Fig. 1: run 1, sizing map
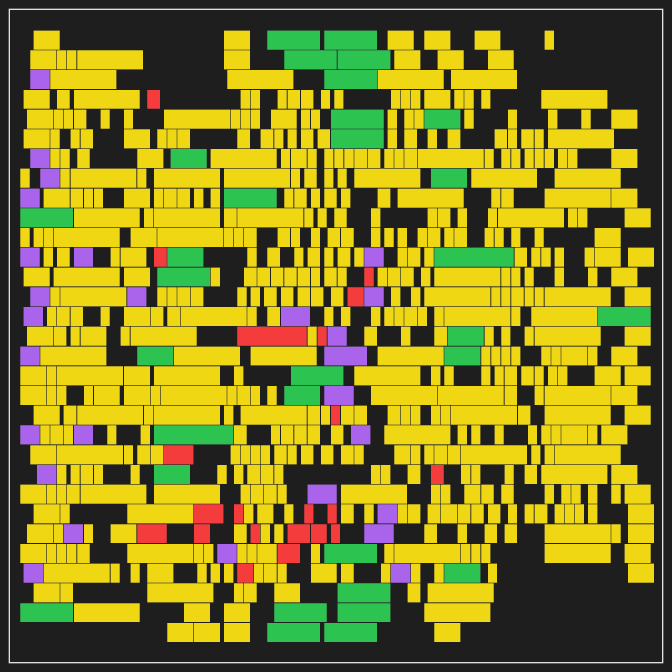
Fig. 2: run 1, clock distribution
The bar under the picture is 20 um long.
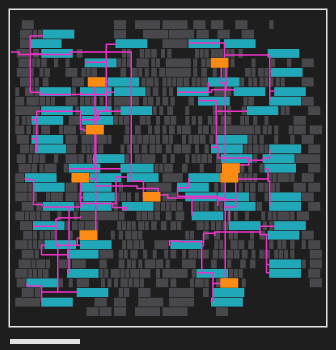
Fig. 3: run 1, wiring heat map
The die is cut into 18 by 18 equal tiles; dark blue is low, red is high, scaled to the fullest tile. Values are wire area over tile area, all layers added.
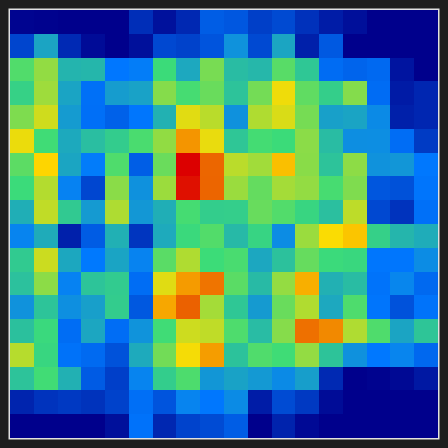
File: config.mk
export PLATFORM = sky130hd
export DESIGN_NAME = z16_load_store_unit
export DESIGN_NICKNAME = d
export VERILOG_FILES = /design/src/rtl/z16_lsu_pkg.sv /design/src/rtl/z16_byte_lane.sv /design/src/rtl/z16_load_store_unit.sv
export SDC_FILE = /design/constraint.sdc
export NUM_CORES = 1
export LEC_CHECK = 0
export ABC_AREA = 1
export CAP_MARGIN = 20
export CORE_MARGIN = 1
export CORE_UTILIZATION = 48
export CTS_CLUSTER_DIAMETER = 120
export DETAILED_ROUTE_END_ITERATION = 8
export PLACE_DENSITY = 0.91
export RECOVER_POWER = 50
export SYNTH_ARGS = -nofsm -noshare
export SYNTH_HDL_FRONTEND = slang
export SYNTH_SLANG_ARGS = --single-unit
File: constraint.sdc
create_clock -name i_clk -period 2.7 [get_ports i_clk]
set_input_delay 0.27 -clock i_clk [delete_from_list [all_inputs] [get_ports i_clk]]
set_output_delay 0.27 -clock i_clk [all_outputs]
set_load 0.05 [all_outputs]
File: src/rtl/z16_lsu_pkg.sv
// Shared types and constants for the Z16 load/store unit.
// Optional feature macro: Z16_LSU_UNALIGNED_EN (split unaligned word accesses).
package z16_lsu_pkg;

    localparam int unsigned XLEN   = 16;
    localparam int unsigned ADDR_W = 16;

    localparam logic LANE_LO = 1'b0;
    localparam logic LANE_HI = 1'b1;

    typedef enum logic [2:0] {
        ST_IDLE,
        ST_RD_LO,
        ST_WR_LO,
        ST_RD_HI,
        ST_WR_HI,
        ST_RESP
    } lsu_state_e;

endpackage

File: src/rtl/z16_byte_lane.sv
// Little-endian byte lane helper: zero-extended extract and lane merge.
// Purely combinational.
module z16_byte_lane
    import z16_lsu_pkg::*;
(
    input  logic [XLEN-1:0] word_i,
    input  logic            lane_i,
    input  logic [7:0]      byte_i,
    output logic [XLEN-1:0] ext_o,
    output logic [XLEN-1:0] merge_o
);

    always_comb begin
        if (lane_i == LANE_HI) begin
            ext_o   = {8'h00, word_i[15:8]};
            merge_o = {byte_i, word_i[7:0]};
        end else begin
            ext_o   = {8'h00, word_i[7:0]};
            merge_o = {word_i[15:8], byte_i};
        end
    end

endmodule

File: src/rtl/z16_load_store_unit.sv
// Z16 data-memory initiator: byte/word loads and stores, RMW byte stores.
// Optional feature macro: Z16_LSU_UNALIGNED_EN (split unaligned word accesses).
module z16_load_store_unit
    import z16_lsu_pkg::*;
(
    input  logic              i_clk,
    input  logic              i_rst,
    input  logic              i_req_valid,
    output logic              o_req_ready,
    input  logic              i_req_we,
    input  logic              i_req_byte,
    input  logic [ADDR_W-1:0] i_req_addr,
    input  logic [XLEN-1:0]   i_req_wdata,
    output logic              o_rsp_valid,
    output logic [XLEN-1:0]   o_rsp_rdata,
    output logic              o_rsp_err,
    output logic [ADDR_W-1:0] o_mem_addr,
    output logic              o_mem_we,
    output logic [XLEN-1:0]   o_mem_wdata,
    input  logic [XLEN-1:0]   i_mem_rdata
);

    lsu_state_e state_q, state_d;

    logic              we_q, we_d;
    logic              byte_q, byte_d;
    logic [ADDR_W-1:0] addr_q, addr_d;
    logic [XLEN-1:0]   wdata_q, wdata_d;
    logic [XLEN-1:0]   rd_q, rd_d;
    logic [XLEN-1:0]   rdata_q, rdata_d;
    logic              err_q, err_d;

    logic [XLEN-1:0] lane_word;
    logic            lane_sel;
    logic [7:0]      lane_byte;
    logic [XLEN-1:0] lane_ext;
    logic [XLEN-1:0] lane_merge;
    logic [ADDR_W-1:0] lo_addr;

`ifdef Z16_LSU_UNALIGNED_EN
    logic              unal_q;
    logic [ADDR_W-2:0] hi_idx;
    assign unal_q = !byte_q && addr_q[0];
    assign hi_idx = addr_q[ADDR_W-1:1] + 15'd1;
`endif

    assign lo_addr = {addr_q[ADDR_W-1:1], 1'b0};

    // Extract in RD_LO reads the live word; merges use the captured word.
    always_comb begin
        lane_word = (state_q == ST_RD_LO) ? i_mem_rdata : rd_q;
        lane_byte = (state_q == ST_WR_HI) ? wdata_q[15:8] : wdata_q[7:0];
        if (state_q == ST_WR_HI) begin
            lane_sel = LANE_LO;
        end else if (byte_q) begin
            lane_sel = addr_q[0];
        end else begin
            lane_sel = LANE_HI;
        end
    end

    z16_byte_lane u_lane (
        .word_i  (lane_word),
        .lane_i  (lane_sel),
        .byte_i  (lane_byte),
        .ext_o   (lane_ext),
        .merge_o (lane_merge)
    );

    always_ff @(posedge i_clk or posedge i_rst) begin
        if (i_rst) begin
            state_q <= ST_IDLE;
            we_q    <= 1'b0;
            byte_q  <= 1'b0;
            addr_q  <= '0;
            wdata_q <= '0;
            rd_q    <= '0;
            rdata_q <= '0;
            err_q   <= 1'b0;
        end else begin
            state_q <= state_d;
            we_q    <= we_d;
            byte_q  <= byte_d;
            addr_q  <= addr_d;
            wdata_q <= wdata_d;
            rd_q    <= rd_d;
            rdata_q <= rdata_d;
            err_q   <= err_d;
        end
    end

    always_comb begin
        state_d = state_q;
        we_d    = we_q;
        byte_d  = byte_q;
        addr_d  = addr_q;
        wdata_d = wdata_q;
        rd_d    = rd_q;
        rdata_d = rdata_q;
        err_d   = err_q;
        unique case (state_q)
            ST_IDLE: begin
                if (i_req_valid) begin
                    we_d    = i_req_we;
                    byte_d  = i_req_byte;
                    addr_d  = i_req_addr;
                    wdata_d = i_req_wdata;
                    if (!i_req_byte && i_req_addr[0]) begin
`ifdef Z16_LSU_UNALIGNED_EN
                        state_d = ST_RD_LO;
`else
                        rdata_d = '0;
                        err_d   = 1'b1;
                        state_d = ST_RESP;
`endif
                    end else if (i_req_we && !i_req_byte) begin
                        state_d = ST_WR_LO;
                    end else begin
                        state_d = ST_RD_LO;
                    end
                end
            end
            ST_RD_LO: begin
                rd_d = i_mem_rdata;
                if (we_q) begin
                    state_d = ST_WR_LO;
`ifdef Z16_LSU_UNALIGNED_EN
                end else if (unal_q) begin
                    state_d = ST_RD_HI;
`endif
                end else begin
                    rdata_d = byte_q ? lane_ext : i_mem_rdata;
                    err_d   = 1'b0;
                    state_d = ST_RESP;
                end
            end
            ST_WR_LO: begin
`ifdef Z16_LSU_UNALIGNED_EN
                if (unal_q) begin
                    state_d = ST_RD_HI;
                end else begin
                    rdata_d = '0;
                    err_d   = 1'b0;
                    state_d = ST_RESP;
                end
`else
                rdata_d = '0;
                err_d   = 1'b0;
                state_d = ST_RESP;
`endif
            end
`ifdef Z16_LSU_UNALIGNED_EN
            ST_RD_HI: begin
                rd_d = i_mem_rdata;
                if (we_q) begin
                    state_d = ST_WR_HI;
                end else begin
                    rdata_d = {i_mem_rdata[7:0], rd_q[15:8]};
                    err_d   = 1'b0;
                    state_d = ST_RESP;
                end
            end
            ST_WR_HI: begin
                rdata_d = '0;
                err_d   = 1'b0;
                state_d = ST_RESP;
            end
`endif
            ST_RESP: begin
                state_d = ST_IDLE;
            end
            default: begin
                state_d = ST_IDLE;
            end
        endcase
    end

    // Memory port decodes only from registered state and latched request.
    always_comb begin
        o_mem_addr  = '0;
        o_mem_we    = 1'b0;
        o_mem_wdata = '0;
        unique case (state_q)
            ST_RD_LO: begin
                o_mem_addr = lo_addr;
            end
            ST_WR_LO: begin
                o_mem_addr  = lo_addr;
                o_mem_we    = 1'b1;
                o_mem_wdata = (byte_q || addr_q[0]) ? lane_merge : wdata_q;
            end
`ifdef Z16_LSU_UNALIGNED_EN
            ST_RD_HI: begin
                o_mem_addr = {hi_idx, 1'b0};
            end
            ST_WR_HI: begin
                o_mem_addr  = {hi_idx, 1'b0};
                o_mem_we    = 1'b1;
                o_mem_wdata = lane_merge;
            end
`endif
            default: begin
            end
        endcase
    end

    assign o_req_ready = (state_q == ST_IDLE);
    assign o_rsp_valid = (state_q == ST_RESP);
    assign o_rsp_rdata = rdata_q;
    assign o_rsp_err   = err_q;

endmodule

==> summary.txt, run 1 <==
run results: drc violations=0, Clock Root Buffer=clkbuf_8, CTS sink count=about 70, CP arrival=approximately 2.3 ns, total setup buffers inserted after CTS=0, Mux area share=less than 1%, Non-Filler Instances=around 700, Post-Syn Instances=505, Synth logic family=simple AND/OR/NAND/NOR gates, via density per instance=around 5.2, r2r startpoint=state_q[0], final-stage net count=around 660, top cells by count=141 x nand2_1, 76 x nor2_1, 70 x dfrtp_1, 67 x nand3_1, 44 x inv_1, Netlist cell types=27, CTS tree=yes, kind of critical path=flip-flop to output port, Worst Reg-to-Reg Cells=6, GPL Wtd Cong=approximately 0.86, top-area cell type share of the netlist area=a little under half, Slew @ Worst Pin=roughly 0.94 ns, post-route ant nets=0, Synth Area in Adders=0%, Max Freq=about 390 MHz, Worst Path Max Fanout=20, global route total overflow=0, hold depth=2, Post-Route WL=9.70 mm, Final Core Density=around 70%, PwrDens=between 1000 and 1500 mW/mm2, Late-Pin Clk Latency=approximately 0.34 ns, top cell type by total area after synthesis=dfrtp_1, Setup Viol. Count Final=0, DP Worst Slack=0.453 ns, largest buffer count on any clock path=2, Slew HR=37.0%, die width=89.8 um, Core Region=0.00737 mm2, RSZ-0062 raised after global routing=false, setup TNS=0 ns, Post-synth EDFFs=0, tool warnings=26, min Tclk post-route=2.54 ns, status=finished, final reports clean, FF-to-FF setup slack=about 0.6 ns, Final Hold Vio Count=0, Net Count, Synth=558, total die size=around 0.008 mm2, Inserted Clock Buffers=9, synthesis-to-finish area growth=39.0%
About Fig. 1:
Key: _6 and larger = green [cells 31, most used buf_12]; _3 and _4 cells = purple [cells 27, most used buf_4]; _2 cells = red [cells 21, most used inv_2]; _0 and _1 cells = yellow [cells 530, most used nand2_1]
post-route cell area: 0.00515 mm2
final worst slack: 0.161 ns

About Fig. 2:
Key: flip-flops = cyan [count 70]; clock wires = magenta [length 854 um]; clock drivers = orange [count 9]
Position of the flops: widely spread. There are 10 routed clock nets.
Final Skew: 0.00703 ns
P_clk: 0.000922 W

About Fig. 3:
30% of the tiles are over half the peak. 9.9% of the tiles are nearly empty. The densest ninth of the die: centre. The mean over all tiles is 0.20. The emptiest ninth of the die: north-east. The fullest tile reaches 0.55.
vias post-DR: 3654
DR WL/cell: 13.7 um
GRT Util Overall: 25.7%

run 1: critical path: stages (launching register included):
cell     delay [ns]
dfrtp_1        0.49
nor2_8         0.33
nand2_4        0.22
nand2_1        0.13
and2_0         0.19
nand2_1        0.09
a21oi_1        0.28
buf_12         0.18
run 1: cell families after synthesis:
group           count (synthesis)
flops                          70
mux                             3
compound gates                 51
simple gates                  300
other cells                     1
buf+inv                        80
run 1: state kept, by name, indices dropped and copies added, names as in the netlist:
name	flops
addr_q	16
o_rsp_rdata	16
rd_q	16
wdata_q	16
state_q	3
byte_q	1
o_rsp_err	1
we_q	1
run 1: power breakdown:
part / switching, W / internal, W
Combinational: 0.00295 / 0.00138
Sequential: 0.000242 / 0.00155
Clock: 0.000379 / 0.000543
run 1: layout make-up:
| type | count | area share, % |
|---|---|---|
| Sequential cell | 70 | 34.1 |
| Multi-Input combinational cell | 355 | 31.0 |
| Timing Repair Buffer | 114 | 24.4 |
| Inverter | 54 | 3.94 |
| Clock buffer | 12 | 2.82 |
| Tap cell | 99 | 2.41 |
| Clock inverter | 4 | 1.36 |
run 1: what timing repair did:
item	in CTS	in global routing
setup endpoints to repair	0	10
resized	0	4
hold buffers	0	0
run 1: per-layer routing:
layer / global-route usage [%] / share of wire (%)
met5: 0 / 0
met4: 11.6 / 2.7
met3: 5.84 / 7.3
met2: 42.0 / 47
met1: 32.7 / 43
run 1: layout by cell type (no fill, tap or decap), drive strengths merged:
master / n
nand2: 146
nor2: 79
dfrtp: 70
nand3: 67
clkdlybuf4s50: 64
inv: 53
a21oi: 42
buf: 40
clkbuf: 14
dlygate4sd3: 8
o21ai: 7
nor3: 4
and2: 3
mux2: 3
clkinv: 3
bufinv: 2
nand4: 1
a31oi: 1
o21a: 1
conb: 1
Fig. 4: run 1, sequential cells grouped by signal name
The bar under the picture is 20 um long. Other sequential cells in the stronger grey, the rest of the logic in the fainter grey.
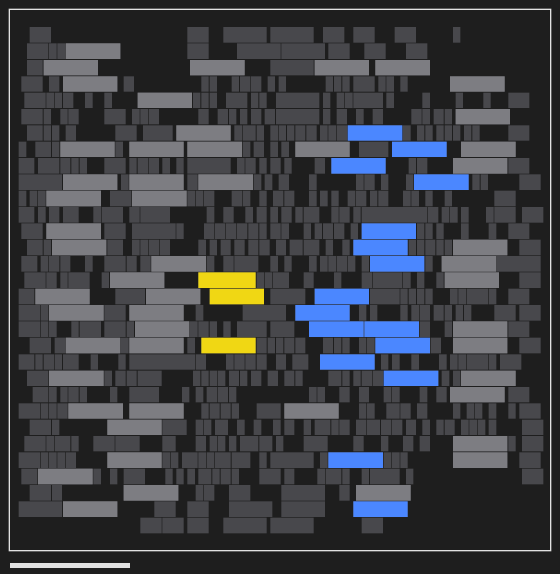

## Run 2: what changed since run 1
--- a/config.mk
+++ b/config.mk
@@ -8,11 +8,12 @@
 export ABC_AREA = 1
 export CAP_MARGIN = 20
 export CORE_MARGIN = 1
-export CORE_UTILIZATION = 48
+export CORE_UTILIZATION = 49
 export CTS_CLUSTER_DIAMETER = 120
 export DETAILED_ROUTE_END_ITERATION = 8
-export PLACE_DENSITY = 0.91
+export PLACE_DENSITY = 0.92
 export RECOVER_POWER = 50
 export SYNTH_ARGS = -nofsm -noshare
 export SYNTH_HDL_FRONTEND = slang
+export SYNTH_HIERARCHICAL = 1
 export SYNTH_SLANG_ARGS = --single-unit
Fig. 5: run 2, sequential cells grouped by signal name
The bar under the picture is 20 um long. Other sequential cells in the stronger grey, the rest of the logic in the fainter grey.
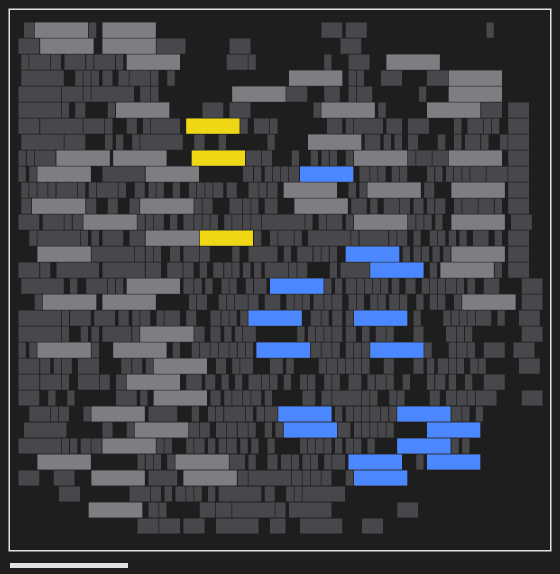
Key: rd_q = blue [sequential cells 16]; state_q = yellow [sequential cells 3]
Another 51 sequential cells are not coloured.
flop share of the area: 32.6%
Final Core Density: 69.2%
sequential standard cell area: 0.00175 mm2

Fig. 6: run 2, wiring heat map
The die is cut into 18 by 18 equal tiles; dark blue is low, red is high, scaled to the fullest tile. Values are wire area over tile area, all layers added.
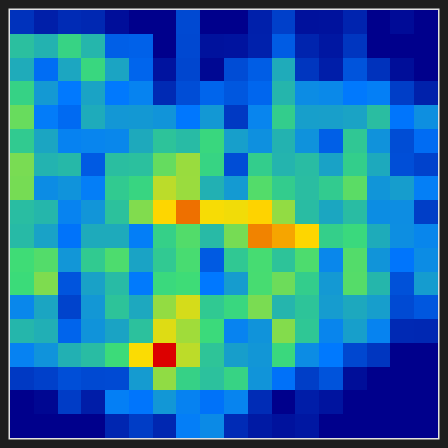
13% of the tiles are over half the peak. The densest ninth of the die: centre. 10% of the tiles are nearly empty. The fullest tile reaches 0.68.
GRT Util Overall: 26.5%
vias post-DR: 3897
DR WL/cell: 13.9 um

==> run 2 against run 1 <==
Against the previous run:
- sequential power barely moved
- the flow now finishes with violations (max-capacitance violations)
- cell count rose by 7.6%
- flip-flop count did not move
- fmax fell by 1.5%
- core utilization fell by 0.66 points
- largest power group unchanged
- total power barely moved
- via count rose by 6.7%
- register-to-register slack got worse by 0.03 ns
- area after synthesis rose by 6.8%
==> summary.txt, run 2 <==
run results: CTS sink count=70 (unchanged), Post-Route WL=10.6 mm (+9.3%), Resize count post-CTS=0 (unchanged), top-area cell type share of the netlist area=44.3% (-3.0 points), top cells by count=201 x nand2_1, 70 x dfrtp_1, 67 x inv_1, 57 x a21oi_1, 41 x nor2_1, Post-synth EDFFs=0 (unchanged), Non-Filler Instances=762 (+7.6%), Late-Pin Clk Latency=0.35 ns (about the same), Non-clk bufs=116 (+1.8%), CTS Hold Bufs=0 (unchanged), r2r startpoint=state_q[0], CP cell instances=inv_1, nand3_1, buf_12, o21ai_0, nand2_1, nand2_1, nand2_1, a21oi_1, buf_12, drt first-iter violations=between 300 and 400, GR peak layer=met2, Flops=70 (unchanged), Netlist cell types=23 (-15%), Worst Path Max Fanout=49 (+150%), CTS tree=yes, CP arrival=2.31 ns (+0.04 ns), Tapcells=102 (+3.0%), most frequent logic cells in the routed design=201 x nand2_1, 70 x dfrtp_1, 70 x clkdlybuf4s50_1, total setup buffers inserted after CTS=0 (unchanged), R2R Path End=o_rsp_rdata[2], met2 Use GR=45.3% (+3.3 points), largest incremental delay on the critical path=0.43 ns (-0.06 ns), Final Skew=0.00597 ns (-0.00106 ns), multi-input gates=388 (+9.3%), max-cap viol count=1, failing checks=max-capacitance violations, tool warnings=26 (unchanged), Setup Viol. Count Final=0 (unchanged), M1 GR Usage=31.9% (-0.76 points), Non-clock buffer share=25.5% (+1.1 points), clock buffers=11 (-1), status=complete, but fails checks, PwrDens=1310 mW/mm2 (-4.2%), kind of critical path=flip-flop to output port, Worst Reg-to-Reg Cells=6 (unchanged), Post-Syn Instances=560 (+11%), post-route ant nets=0 (unchanged), FF-to-FF setup slack=0.57 ns (-0.03 ns), setup TNS=0 ns (unchanged), Core Region=0.00777 mm2 (+5.4%), top cell type by total area after synthesis=dfrtp_1, min Tclk post-route=2.58 ns (+0.0379 ns), RSZ-0062 raised after global routing=false, top_reg_cell synth=dfrtp_1, top cell category=sequential cells, global route total overflow=0 (unchanged), GPL Wtd Cong=0.889 (+3.2%), I/O Pins=approximately 110, critical path's slowest cell=dfrtp_1, total die size=0.00843 mm2 (+4.5%), hold depth=3 (+1), final-stage net count=708 (+7.8%), Final Hold Vio Count=0 (unchanged), most frequent CP cell=nand2_1, met3 Use GR=6.55% (+0.71 points), synthesis-to-finish area growth=35.9%, drc violations=0 (unchanged), Area contributors post-synth=dfrtp_1 44%, nand2_1 19%, a21oi_1 7.2%, via density per instance=5.11 (-0.91%), Inserted Clock Buffers=9 (unchanged), largest buffer count on any clock path=2 (unchanged), most numerous logic cell after layout=nand2_1, Max Freq=388 MHz (-1.5%), Slew @ Worst Pin=1.48 ns (+0.540 ns), area fraction of clock buffers and clock inverters=3.10% (-1.1 points)
run 2: cell count changes in the layout (fill, tap and decap cells not counted), sizes merged, moves of 4 or more:
cell | before | now
nor2 | 79 | 42
a21oi | 42 | 57
o21bai | 0 | 17
o21ai | 7 | 33
nand3 | 67 | 13
nand2 | 146 | 213
dlygate4sd3 | 8 | 2
conb | 1 | 9
clkinv | 3 | 7
clkdlybuf4s50 | 64 | 70
inv | 53 | 68
run 2: per-stage QoR:
step	instance area, um2	hold WS [ns]	worst slack [ns]	utilization, %	total power, W
6_report	5370	0.487	0.123	69.2	0.00704
4_1_cts	5390	0.419	0.118	69.4	0.00705
3_5_place_dp	5220	0.491	0.529	67.3	0.00630
5_1_grt	5370	0.493	0.0157	69.2	0.00755
3_3_place_gp	5220	0.482	0.561	67.3	0.00612
2_1_floorplan	3980	0.415	0.0959	-	0.00492
run 2: routing by layer:
metal,vias to the layer above,wire length [um]
met5,-,0
met4,0,228
met3,26,769
met2,171,5240
met1,1811,4360
li1,1889,-
run 2: critical path, delay by kind of cell, from the launching register on:
kind	cells	cell delay, ns
AND-OR/OR-AND	2	0.60
buffers and inverters	3	0.53
flip-flops	1	0.43
AND/OR/NAND/NOR	4	0.38
run 2: kinds of logic (layout without fill, tap and decap cells):
| logic type | after synthesis | in the layout | share of synthesized area (%) |
|---|---|---|---|
| compound gates | 107 | 107 | 14.6 |
| flops | 70 | 70 | 44.3 |
| other cells | 2 | 9 | 0.190 |
| simple gates | 272 | 272 | 27.5 |
| buf+inv | 109 | 202 | 13.4 |
run 2: power breakdown:
group,leakage (nW),internal (W),switching [W]
registers,0.854,0.00156,0.000249
logic,1.84,0.00154,0.00296
clock network,0.0926,0.000350,0.000378
Fig. 7: run 2, sizing map
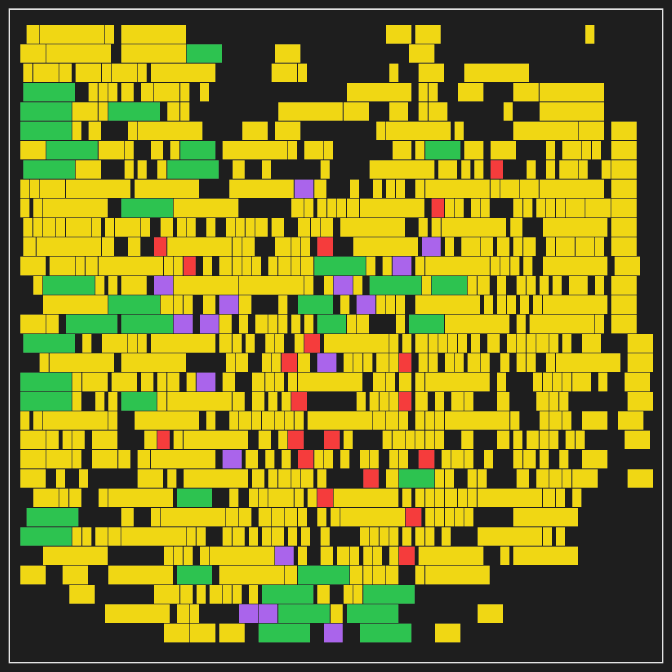

## Run 3: what changed since run 2
--- a/config.mk
+++ b/config.mk
@@ -8,11 +8,12 @@
 export ABC_AREA = 1
 export CAP_MARGIN = 20
 export CORE_MARGIN = 1
-export CORE_UTILIZATION = 49
+export CORE_UTILIZATION = 44
 export CTS_CLUSTER_DIAMETER = 120
 export DETAILED_ROUTE_END_ITERATION = 8
-export PLACE_DENSITY = 0.92
+export PLACE_DENSITY = 0.87
 export RECOVER_POWER = 50
+export REMOVE_ABC_BUFFERS = 1
 export SYNTH_ARGS = -nofsm -noshare
 export SYNTH_HDL_FRONTEND = slang
 export SYNTH_HIERARCHICAL = 1
==> constraint.sdc (replaced) <==
create_clock -name i_clk -period 2.3 [get_ports i_clk]
set_input_delay 0.23 -clock i_clk [delete_from_list [all_inputs] [get_ports i_clk]]
set_output_delay 0.23 -clock i_clk [all_outputs]
set_load 0.05 [all_outputs]
Fig. 8: run 3, sizing map
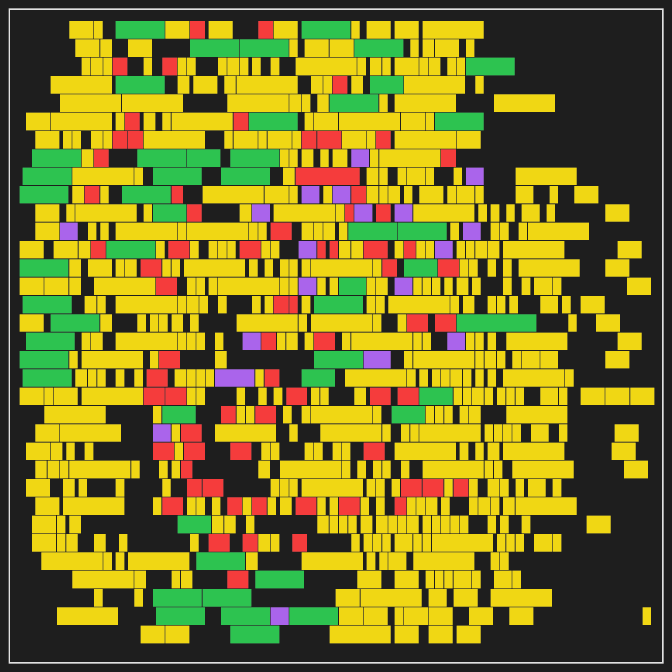
Key: _2 cells = red [cells 70]; _0 and _1 cells = yellow [cells 528, most used nand2_1]; _6 and larger = green [cells 48, most used buf_12]; _3 and _4 cells = purple [cells 19, most used buf_4]
final worst slack: 0.0107 ns
synthesis-to-finish area growth: 46.0%
post-route cell area: 0.00577 mm2
Non-clk bufs: 122

==> run 3 against run 2 <==
Against the previous run:
- the flow now finishes without violations
- total power is 26% higher
- routed wire length is 0.42% higher
- cell count up 1.4%
- global-route usage is 3.2 points lower
- clock-buffer cell count fell by 1
- register-to-register slack better by 0.02 ns
- area after synthesis unchanged
- via count decreased by 0.85%
- largest cell class is now logic gates
- critical endpoint is now o_mem_wdata[12]
- highest routed layer unchanged
- core utilization fell by 3.0 points
- combinational power up 32%
==> summary.txt, run 3 <==
run results: drt first-iter violations=263 (-15%), Post-Syn Instances=560 (unchanged), Core Region=0.00872 mm2 (+12%), Area contributors post-synth=dfrtp_1 44%, nand2_1 19%, a21oi_1 7.2%, r2r startpoint=state_q[2], Final Skew=0.0108 ns (+0.00481 ns), top-area cell type share of the netlist area=44.3% (unchanged), max-cap viol count=0 (-1), CTS Hold Bufs=0 (unchanged), Inserted Clock Buffers=9 (unchanged), Post-Route WL=10.6 mm (+0.42%), Final Hold Vio Count=0 (unchanged), min Tclk post-route=~2.3 ns, clock buffers=10 (-1), top cells by count=201 x nand2_1, 70 x dfrtp_1, 67 x inv_1, 57 x a21oi_1, 41 x nor2_1, sw power=0.00453 W (+26%), vias post-DR=3864 (-0.85%), GRT Util Overall=23.3% (-3.2 points), Crit path max-delay family=buffers and inverters, Final Core Density=66.2% (-3.0 points), CP arrival=2.06 ns (-0.25 ns), top_reg_cell synth=dfrtp_1, RSZ-0062 raised after global routing=true, combinational cell fraction of total power=67.0% (+3.0 points), area fraction of clock buffers and clock inverters=2.69% (-0.41 points), flop share of the area=30.4% (-2.2 points), multi-input gates=388 (unchanged), Post-synth EDFFs=0 (unchanged), status=finished, final reports clean, WP depth=11 (+2), Netlist cell types=23 (unchanged), kind of critical path=flip-flop to output port, top cell category=logic gates, Tapcells=108 (+5.9%), worst hold margin=0.384 ns (-0.103 ns), area of placed instances=0.00536 mm2 (+2.7%), global route total overflow=0 (unchanged), Non-clock buffer share=27.2% (+1.7 points), Final Power=0.00889 W (+26%), tool warnings=27 (+3.8%), most frequent CP cell=buf_12, R2R Path End=o_rsp_rdata[6], most frequent logic cells in the routed design=200 x nand2_1, 69 x dfrtp_1, 69 x clkdlybuf4s50_1
Fig. 9: run 3, clock distribution
The bar under the picture is 20 um long.
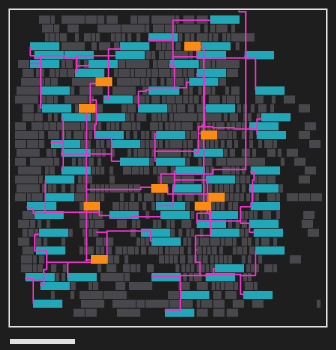
Key: flip-flops = cyan [count 70]; clock wires = magenta [length 919 um]; clock drivers = orange [count 9]
Position of the flops: widely spread.
P_clk: 0.000844 W
Late-Pin Clk Latency: 0.35 ns
clock network fraction of design power: 9.5%

run 3: cell types whose count changed in the layout (fill, tap and decap cells not counted), moves of 4 or more:
cell and change:
nor2_2 +16, a21oi_1 -15, nor2_1 -17, inv_2 +4, buf_12 +10, inv_1 -5, o21ai_2 +16, a21oi_2 +14
o21ai_0 -15
run 3: kinds of logic (layout without fill, tap and decap cells):
family	after synthesis	after routing	synth area share (%)
simple gates	272	272	27.5
buf+inv	109	207	13.4
compound gates	107	107	14.6
flops	70	70	44.3
other cells	2	9	0.190
run 3: power by group through the flow:
stage                     combinational (W)  clock [W]  sequential (W)
after floorplan                     0.00281          0         0.00263
after global placement              0.00527          0         0.00209
after detailed placement            0.00535          0         0.00212
after CTS                           0.00562   0.000854         0.00209
after global routing                0.00645   0.000902         0.00217
final                               0.00595   0.000844         0.00209
run 3: timing repair:
action                                  4_1_cts  5_1_grt
cloned                                        1        0
pin swaps                                     3        6
endpoints found under the setup margin       31       31
buffers inserted                              3        1
resized                                      37       45
run 3: metal layers:
layer	vias to the layer above	share of wire, %	GRT usage (%)
li1	1908	-	-
met1	1810	44	32.2
met2	130	49	37.2
met3	16	4.8	2.89
met4	0	1.9	9.87
met5	-	0	0
run 3: how the worst min path moves through the flow:
stage                   startpoint     endpoint  slack, ns  depth (start not counted)
global route        i_req_wdata[4]   wdata_q[4]       0.45                          3
global placement        wdata_q[1]   wdata_q[1]       0.48                          2
CTS                          i_rst   addr_q[12]       0.18                          2
floorplan           i_req_wdata[0]   wdata_q[0]       0.37                          2
finish                       i_rst   addr_q[12]       0.38                          2
detailed placement     wdata_q[15]  wdata_q[15]       0.49                          2

## Gallery

Placement view.
Plate I
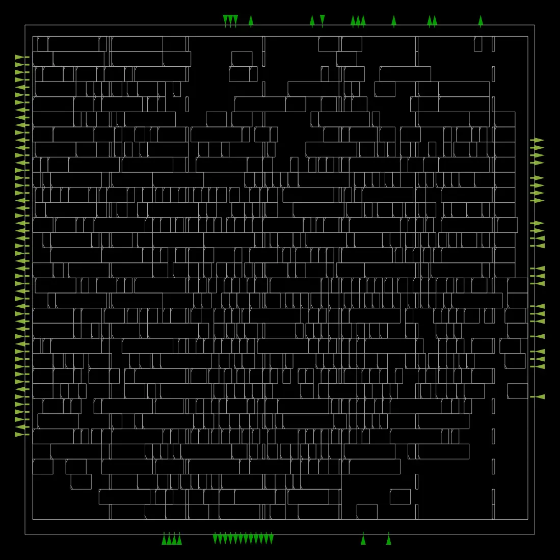
Plate II
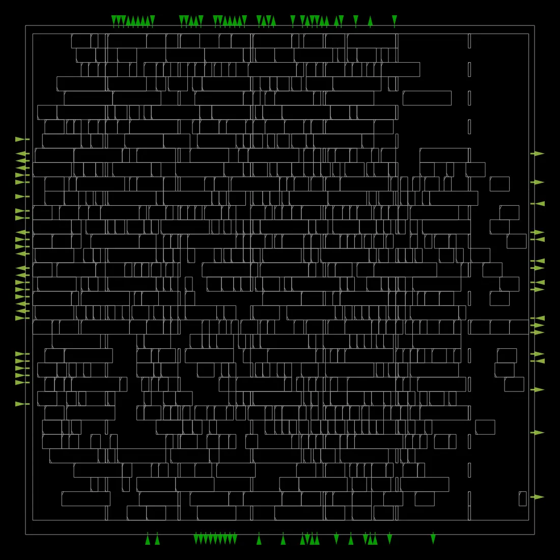
Plate III
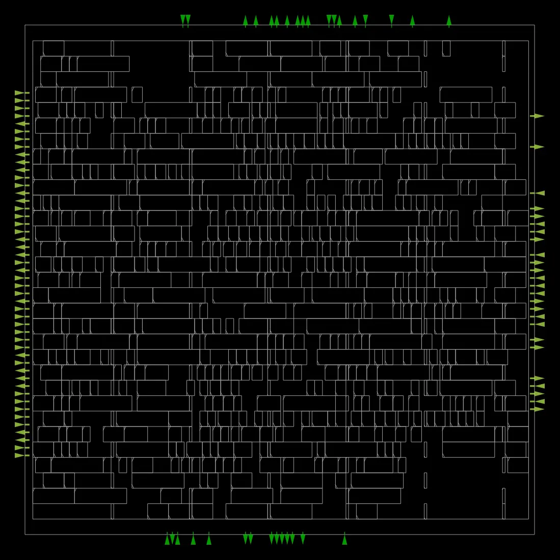
| picture | from |
|---|---|
| Plate II | run 3 |
| Plate I | run 2 |
| Plate III | run 1 |

Power is estimated from default activity; no workload was simulated.
